===== config.mk =====
export PLATFORM = sky130hd
export DESIGN_NAME = craps_game_ctrl
export DESIGN_NICKNAME = d
export VERILOG_FILES = /design/src/rtl/craps_game_ctrl.sv
export SDC_FILE = /design/constraint.sdc
export NUM_CORES = 1
export LEC_CHECK = 0
export CAP_MARGIN = 10
export CORE_MARGIN = 8
export CORE_UTILIZATION = 45
export DETAILED_ROUTE_END_ITERATION = 12
export GPL_TIMING_DRIVEN = 0
export PLACE_DENSITY_LB_ADDON = 0.1
export SLEW_MARGIN = 20
export SYNTH_ARGS = -nofsm -noshare
export SYNTH_HDL_FRONTEND = slang
export SYNTH_SLANG_ARGS = --single-unit

===== constraint.sdc =====
create_clock -name Clk100MHz -period 3.01 [get_ports Clk100MHz]
set_clock_uncertainty 0.2 [all_clocks]
set_input_delay 0.301 -clock Clk100MHz [delete_from_list [all_inputs] [get_ports Clk100MHz]]
set_output_delay 0.301 -clock Clk100MHz [all_outputs]
set_load 0.03 [all_outputs]

===== src/rtl/craps_game_ctrl.sv =====
// Craps game controller: plays repeated games from edge-detected dice rolls,
// enforces an optional point-phase roll limit and keeps saturating win/loss scores.
module craps_game_ctrl #(
    parameter int SUM_W     = 4,
    parameter int MAX_ROLLS = 15,
    parameter int CNT_W     = 8
) (
    input  logic             Clk100MHz,
    input  logic             reset,
    input  logic             DiceRolled,
    input  logic [SUM_W-1:0] DiceSum,
    input  logic             NewGame,
    output logic [2:0]       present_state,
    output logic [SUM_W-1:0] MyPoint,
    output logic             PointValid,
    output logic             RollDiceLed,
    output logic             PlayerWinsLed,
    output logic             PlayerLosesLed,
    output logic             BadRoll,
    output logic [CNT_W-1:0] RollCount,
    output logic [CNT_W-1:0] WinCount,
    output logic [CNT_W-1:0] LossCount
);

    typedef enum logic [2:0] {
        S_IDLE  = 3'd0,
        S_EVAL1 = 3'd1,
        S_WON   = 3'd2,
        S_LOSE  = 3'd3,
        S_POINT = 3'd4,
        S_EVAL2 = 3'd5,
        S_END   = 3'd6
    } state_t;

    state_t           state_q;
    logic             dice_rolled_q;
    logic [SUM_W-1:0] roll_sum_q;
    logic [SUM_W-1:0] my_point_q;
    logic             point_valid_q;
    logic             roll_led_q;
    logic             win_led_q;
    logic             lose_led_q;
    logic             bad_roll_q;
    logic [CNT_W-1:0] roll_cnt_q;
    logic [CNT_W-1:0] win_cnt_q;
    logic [CNT_W-1:0] loss_cnt_q;

    logic             roll_evt_s;
    logic             sum_ok_s;
    logic             limit_hit_s;
    logic [CNT_W-1:0] roll_cnt_d;
    logic [CNT_W:0]   roll_cnt_ext_s;

    assign roll_evt_s     = DiceRolled & ~dice_rolled_q;
    assign sum_ok_s       = (DiceSum >= SUM_W'(2)) && (DiceSum <= SUM_W'(12));
    assign roll_cnt_d     = roll_cnt_q + CNT_W'(1);
    // Extra bit so a limit equal to 2^CNT_W is compared without wrapping.
    assign roll_cnt_ext_s = {1'b0, roll_cnt_q} + (CNT_W+1)'(1);
    assign limit_hit_s    = (MAX_ROLLS != 0) && (roll_cnt_ext_s == (CNT_W+1)'(MAX_ROLLS));

    // Game state machine with all outputs registered alongside the state.
    always_ff @(posedge Clk100MHz) begin
        if (reset) begin
            state_q       <= S_IDLE;
            dice_rolled_q <= 1'b0;
            roll_sum_q    <= '0;
            my_point_q    <= '0;
            point_valid_q <= 1'b0;
            roll_led_q    <= 1'b1;
            win_led_q     <= 1'b0;
            lose_led_q    <= 1'b0;
            bad_roll_q    <= 1'b0;
            roll_cnt_q    <= '0;
            win_cnt_q     <= '0;
            loss_cnt_q    <= '0;
        end else begin
            dice_rolled_q <= DiceRolled;
            bad_roll_q    <= 1'b0;
            case (state_q)
                S_IDLE: begin
                    if (roll_evt_s && sum_ok_s) begin
                        state_q    <= S_EVAL1;
                        roll_sum_q <= DiceSum;
                        roll_led_q <= 1'b0;
                    end else if (roll_evt_s) begin
                        bad_roll_q <= 1'b1;
                    end
                end
                S_EVAL1: begin
                    case (roll_sum_q)
                        SUM_W'(7), SUM_W'(11): begin
                            state_q   <= S_WON;
                            win_led_q <= 1'b1;
                        end
                        SUM_W'(2), SUM_W'(3), SUM_W'(12): begin
                            state_q    <= S_LOSE;
                            lose_led_q <= 1'b1;
                        end
                        default: begin
                            state_q       <= S_POINT;
                            my_point_q    <= roll_sum_q;
                            point_valid_q <= 1'b1;
                            roll_led_q    <= 1'b1;
                        end
                    endcase
                end
                S_POINT: begin
                    if (roll_evt_s && sum_ok_s) begin
                        state_q    <= S_EVAL2;
                        roll_sum_q <= DiceSum;
                        roll_led_q <= 1'b0;
                    end else if (roll_evt_s) begin
                        bad_roll_q <= 1'b1;
                    end
                end
                S_EVAL2: begin
                    // A seven loses even if it happens to match the point.
                    if (roll_sum_q == SUM_W'(7)) begin
                        state_q    <= S_LOSE;
                        lose_led_q <= 1'b1;
                    end else if (roll_sum_q == my_point_q) begin
                        state_q   <= S_WON;
                        win_led_q <= 1'b1;
                    end else begin
                        roll_cnt_q <= roll_cnt_d;
                        if (limit_hit_s) begin
                            state_q    <= S_LOSE;
                            lose_led_q <= 1'b1;
                        end else begin
                            state_q    <= S_POINT;
                            roll_led_q <= 1'b1;
                        end
                    end
                end
                S_WON: begin
                    state_q <= S_END;
                    if (win_cnt_q != {CNT_W{1'b1}}) begin
                        win_cnt_q <= win_cnt_q + CNT_W'(1);
                    end
                end
                S_LOSE: begin
                    state_q <= S_END;
                    if (loss_cnt_q != {CNT_W{1'b1}}) begin
                        loss_cnt_q <= loss_cnt_q + CNT_W'(1);
                    end
                end
                S_END: begin
                    if (NewGame) begin
                        state_q       <= S_IDLE;
                        win_led_q     <= 1'b0;
                        lose_led_q    <= 1'b0;
                        my_point_q    <= '0;
                        point_valid_q <= 1'b0;
                        roll_cnt_q    <= '0;
                        roll_led_q    <= 1'b1;
                    end
                end
                default: begin
                    state_q    <= S_IDLE;
                    roll_led_q <= 1'b1;
                end
            endcase
        end
    end

    assign present_state  = state_q;
    assign MyPoint        = my_point_q;
    assign PointValid     = point_valid_q;
    assign RollDiceLed    = roll_led_q;
    assign PlayerWinsLed  = win_led_q;
    assign PlayerLosesLed = lose_led_q;
    assign BadRoll        = bad_roll_q;
    assign RollCount      = roll_cnt_q;
    assign WinCount       = win_cnt_q;
    assign LossCount      = loss_cnt_q;

endmodule


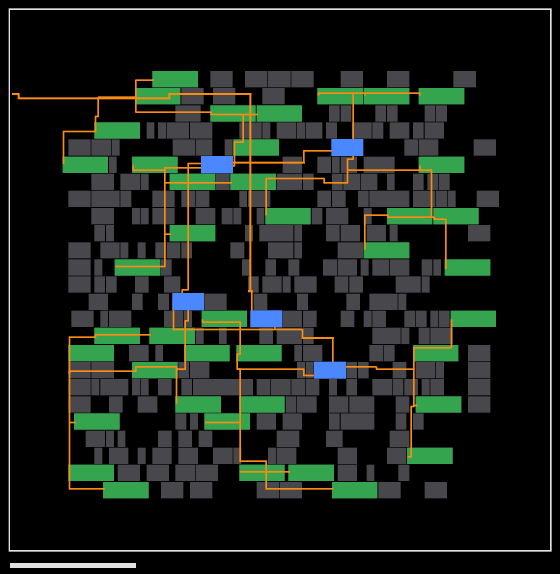
**Above:** run 1 (routed clock nets over the placement).
The bar under the picture is 20 um long.
[blue] clock-net drivers | count: 5
[green] flip-flops | count: 41
[orange] clock wires | length: 579 um
flops lie: all over the die
Clock power frac: 32.6%
Insertion Delay late pin: 0.29 ns

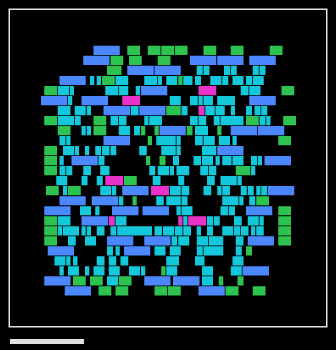
**Above:** run 1 (placement by cell class).
The bar under the picture is 20 um long.
| colour | class | cells |
|---|---|---|
| green | remaining buffers and delay cells | 59 |
| cyan | remaining logic cells | 193 |
| blue | registers | 41 |
| magenta | clock drivers and dummy loads | 8 |
Core Util, Final: 59.0%
final instance area: 2790 um^2
Core Region: 4720 um^2
sequential share of cell area: 29.4%
row cnt: 25

==> changes_impl.md, run 1 <==
## Flow update

* HPWL after detailed placement at 3.81 mm
* Tmin final at ~2.2 ns
* Tally of OpenROAD warnings at 27
* Largest type area fraction at between 30 and 40%
* Worst-margin pin slew at approximately 0.74 ns
* Main logic family after synthesis: simple AND/OR/NAND/NOR gates
* Comb_multi_in at around 190
* Die height at ~86 um
* Area delta synth->final at 27.2%
* Kind of critical path: flip-flop to flip-flop
* Syn avg cell area at between 8 and 9 um^2
* Cell total in the yosys stat output at between 200 and 300
* Routed length on met3 at approximately 280 um
* M1 WL at between 2 and 3 mm
* DR vias at a little under 2000
* Worst Setup SP: RollCount[0]
* CP Data Arrival Time at ~2.2 ns
* I/O Buffers at about 43
* Reg-to-reg slack, setup at 0.81 ns
* Unrepaired setup endpoints after global routing: no
* Critical path required time at roughly 3 ns
* Routability cong. at 0.851
* Cell Area, Synth at about 2200 um^2
* R2R depth at 7
* Top cells by count: 41 x dfxtp_1, 27 x nor2_1, 18 x nand3_1
* GRT Residual Overflow at 0
* Post-CTS Hold Buffers at 0
* CP cell instances: ha_1 > and3_1 > buf_2 > nor4b_2 > a41o_2 > nand4_1 > a2111oi_2
* Initial antenna violation count at 0
* Leak Pwr at 0.000976 uW
* Share of cells above drive strength 1 at under 10%
* Synth Area in Simple Gates at 23.8%
* Leading cell kind: multi-input combinational cells
* Ao+oa area frac at 20.3%
* WL met2 at 2.32 mm
* Dominant flop cell: dfxtp_1
* Outcome: completed
* Synth unique cells at ~53
* Synth Instances at roughly 250
* Setup tns final at 0 ns
* Setup Buffers After CTS at 0
* Final Cycle Share at approximately three quarters
* PostCTS Resize Cnt at 0
* Pwr Density at 387 nW/um^2
* Final #Nets at about 310
* Final Setup Violations at 0
* Slowest-stage cell, CP: dfxtp_1
* Clock H-tree levels at 2
* Reg2reg start: RollCount[0]
* DR top layer: met4
* CTS Sinks at roughly 40
* Met3 Use GR at under 10%
* WHS Endpoint: PointValid
* Worst path max stage delay at 0.38 ns
* Buf+Inv Stages, Crit Path at 1
* Synth Seq Share at 37.5%
* Clkbuf count at 6
* Post-synth EDFFs at 0
* Crit. End Element: flip-flop
* Most frequent cells in the layout: 43 x clkdlybuf4s50_1, 41 x dfxtp_1, 27 x nor2_1
* Max Slew Vio Count at 0
* Power Clock at approximately 350 uW
* Vias per cell at 5.32
* Inserted Clock Buffers at 5
* Chip area at roughly 7400 um^2
* Drt pass-1 iters at 4
* CP delay by family, top: simple AND/OR/NAND/NOR gates
* N_taps at 67
* XOR-XNOR Cells, Area Fraction at between 7 and 8%
* Remaining routing DRC violations at 0
* Clock-pin slew on the worst setup and hold paths at roughly 0.080 ns
* Adder-Cell Fraction of Synth Area at between 2 and 2.5%
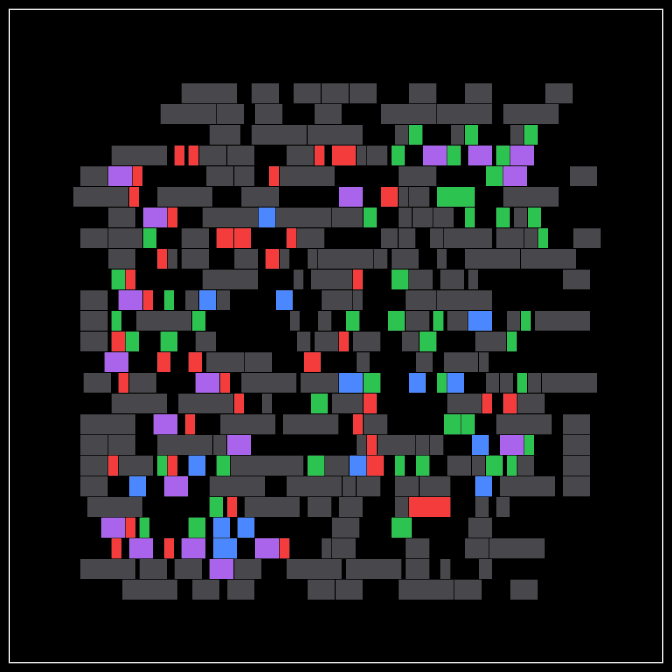
**Above:** run 1 (selected gate families).
| colour | family | cells |
|---|---|---|
| red | nor cells | 40 |
| green | nand cells | 45 |
| blue | and/or cells | 15 |
| purple | xor and xnor cells | 19 |
most numerous logic cell after layout: clkdlybuf4s50_1
logic share of the area: 45.3%
fin cells: 368

run 1: stage by stage:
stage                     setup WS (ns)  cells  area [um^2]  hold WS, ns  power [uW]
after floorplan                   0.855    250         2190        0.176         685
after global placement            0.642    360         2710        0.242         739
after detailed placement          0.614    360         2710        0.248         739
after CTS                         0.812    368         2790        0.259        1090
after global routing              0.601    368         2790        0.308        1130
final                             0.805    368         2790        0.255        1080
run 1: cells by family (layout without fill, tap and decap cells):
kind of cell,Yosys count,count (layout)
compound gates,57,57
xor+xnor,19,19
fa+ha+maj,4,4
buf+inv,21,72
flops,41,41
mux,8,8
simple gates,100,100
**Run 1: routing congestion**

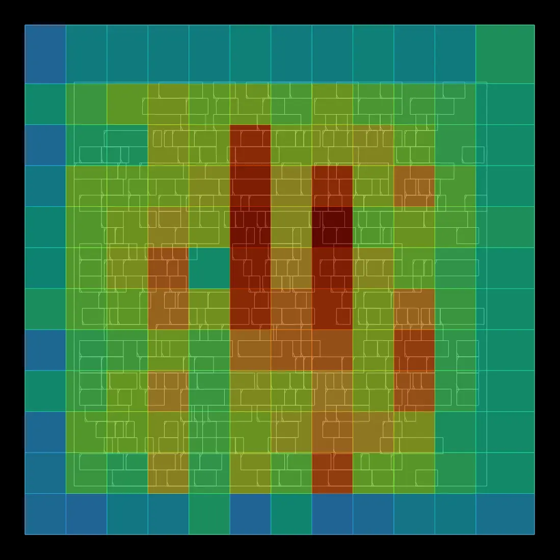

==> run 2: changes to the inputs <==
Clock period 3.01 ns to 2.2 ns, I/O delays scaled along.
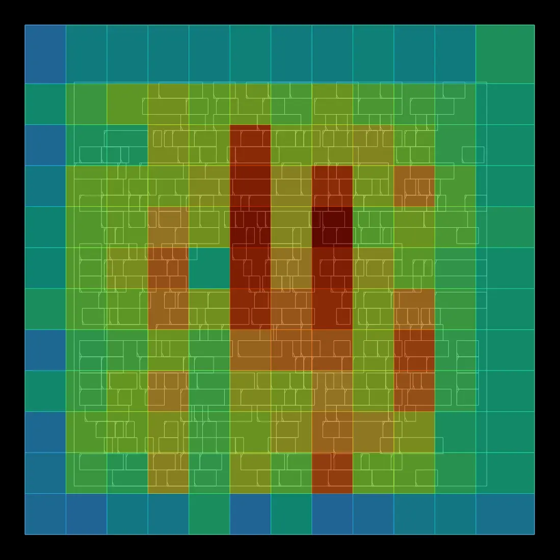
**Above:** run 2 (routing congestion).
wire length per cell: 14.1 um
Core Util, Final: 59.8%
M1 GR Usage: 18.5%
global-route usage over all layers: 14.7%
met2 usage: 22.8%

==> changes_impl.md, run 2 <==
## Flow update

* CP cell instances: ha_2 > and3_1 > buf_2 > nor4b_4 > a41o_2 > buf_4 > a311o_1 > o311ai_1
* Post-synth EDFFs at 0
* Core Region at around 4700 um^2
* Critical path required time at ~2.2 ns
* HPWL after detailed placement at approximately 3.8 mm
* Routability cong. at roughly 0.85
* Row cnt at 25
* GRT Residual Overflow at 0
* DR vias at just under 2000
* Die height at roughly 86 um
* Synth unique cells at about 53
* Kind of critical path: flip-flop to flip-flop
* Area delta synth->final at 28.8%
* Final instance area at roughly 2800 um^2
* CTS Sinks at 41
* Chip area at ~7400 um^2
* Clock power frac at 32.6%
* Drt pass-1 iters at 4
* Cell total in the yosys stat output at 250
* Clkbuf count at 6
* Leading cell kind: multi-input combinational cells
* Outcome: completed
* CP Data Arrival Time at between 2 and 2.5 ns
* Placed insts at roughly 360
* Setup tns final at 0 ns
* Tmin final at just over 2 ns
* Final Power at approximately 1500 uW
* Most frequent cells in the layout: 43 x clkdlybuf4s50_1, 39 x dfxtp_1, 27 x nor2_1
* Sequential share of cell area at just under 30%
* Slowest-stage cell, CP: dfxtp_4
* Power Clock at roughly 480 uW
* Crit. End Element: flip-flop
* I/O Buffers at 43
* Cell Area, Synth at 2190 um^2
* Syn avg cell area at 8.76 um^2
* Insertion Delay late pin at roughly 0.29 ns
* Synth Seq Share at a little under two fifths
* PostCTS Resize Cnt at 0
* Share of cells above drive strength 1 at a little under an eighth
* Tally of OpenROAD warnings at 27
* N_taps at around 67
* Final #Nets at 314
* Worst setup margin at between 0.1 and 0.15 ns
* Remaining routing DRC violations at 0
run 2: path summary, 6_finish.rpt:
| path | startpoint | endpoint | slack [ns] | cells past startpoint |
|---|---|---|---|---|
| max reg2reg | RollCount[0] | RollDiceLed | 0.13 | 8 |
| max | RollCount[0] | RollDiceLed | 0.13 | 8 |
| min reg2reg | PointValid | PointValid | 0.25 | 2 |
| min | PointValid | PointValid | 0.25 | 2 |
run 2: cells by family after synthesis:
kind of cell | synth area share (%)
compound gates | 20.3
xor+xnor | 7.60
fa+ha+maj | 2.28
buf+inv | 4.85
flops | 37.5
mux | 3.77
simple gates | 23.8
run 2: routing by layer:
| metal | global-route usage [%] | routed length, um |
|---|---|---|
| met4 | 4.78 | 31 |
| met2 | 22.8 | 2340 |
| met3 | 4.97 | 279 |
| met5 | 0 | 0 |
| met1 | 18.5 | 2570 |
Power figures rest on the tool's default switching activity, not on a simulated workload.
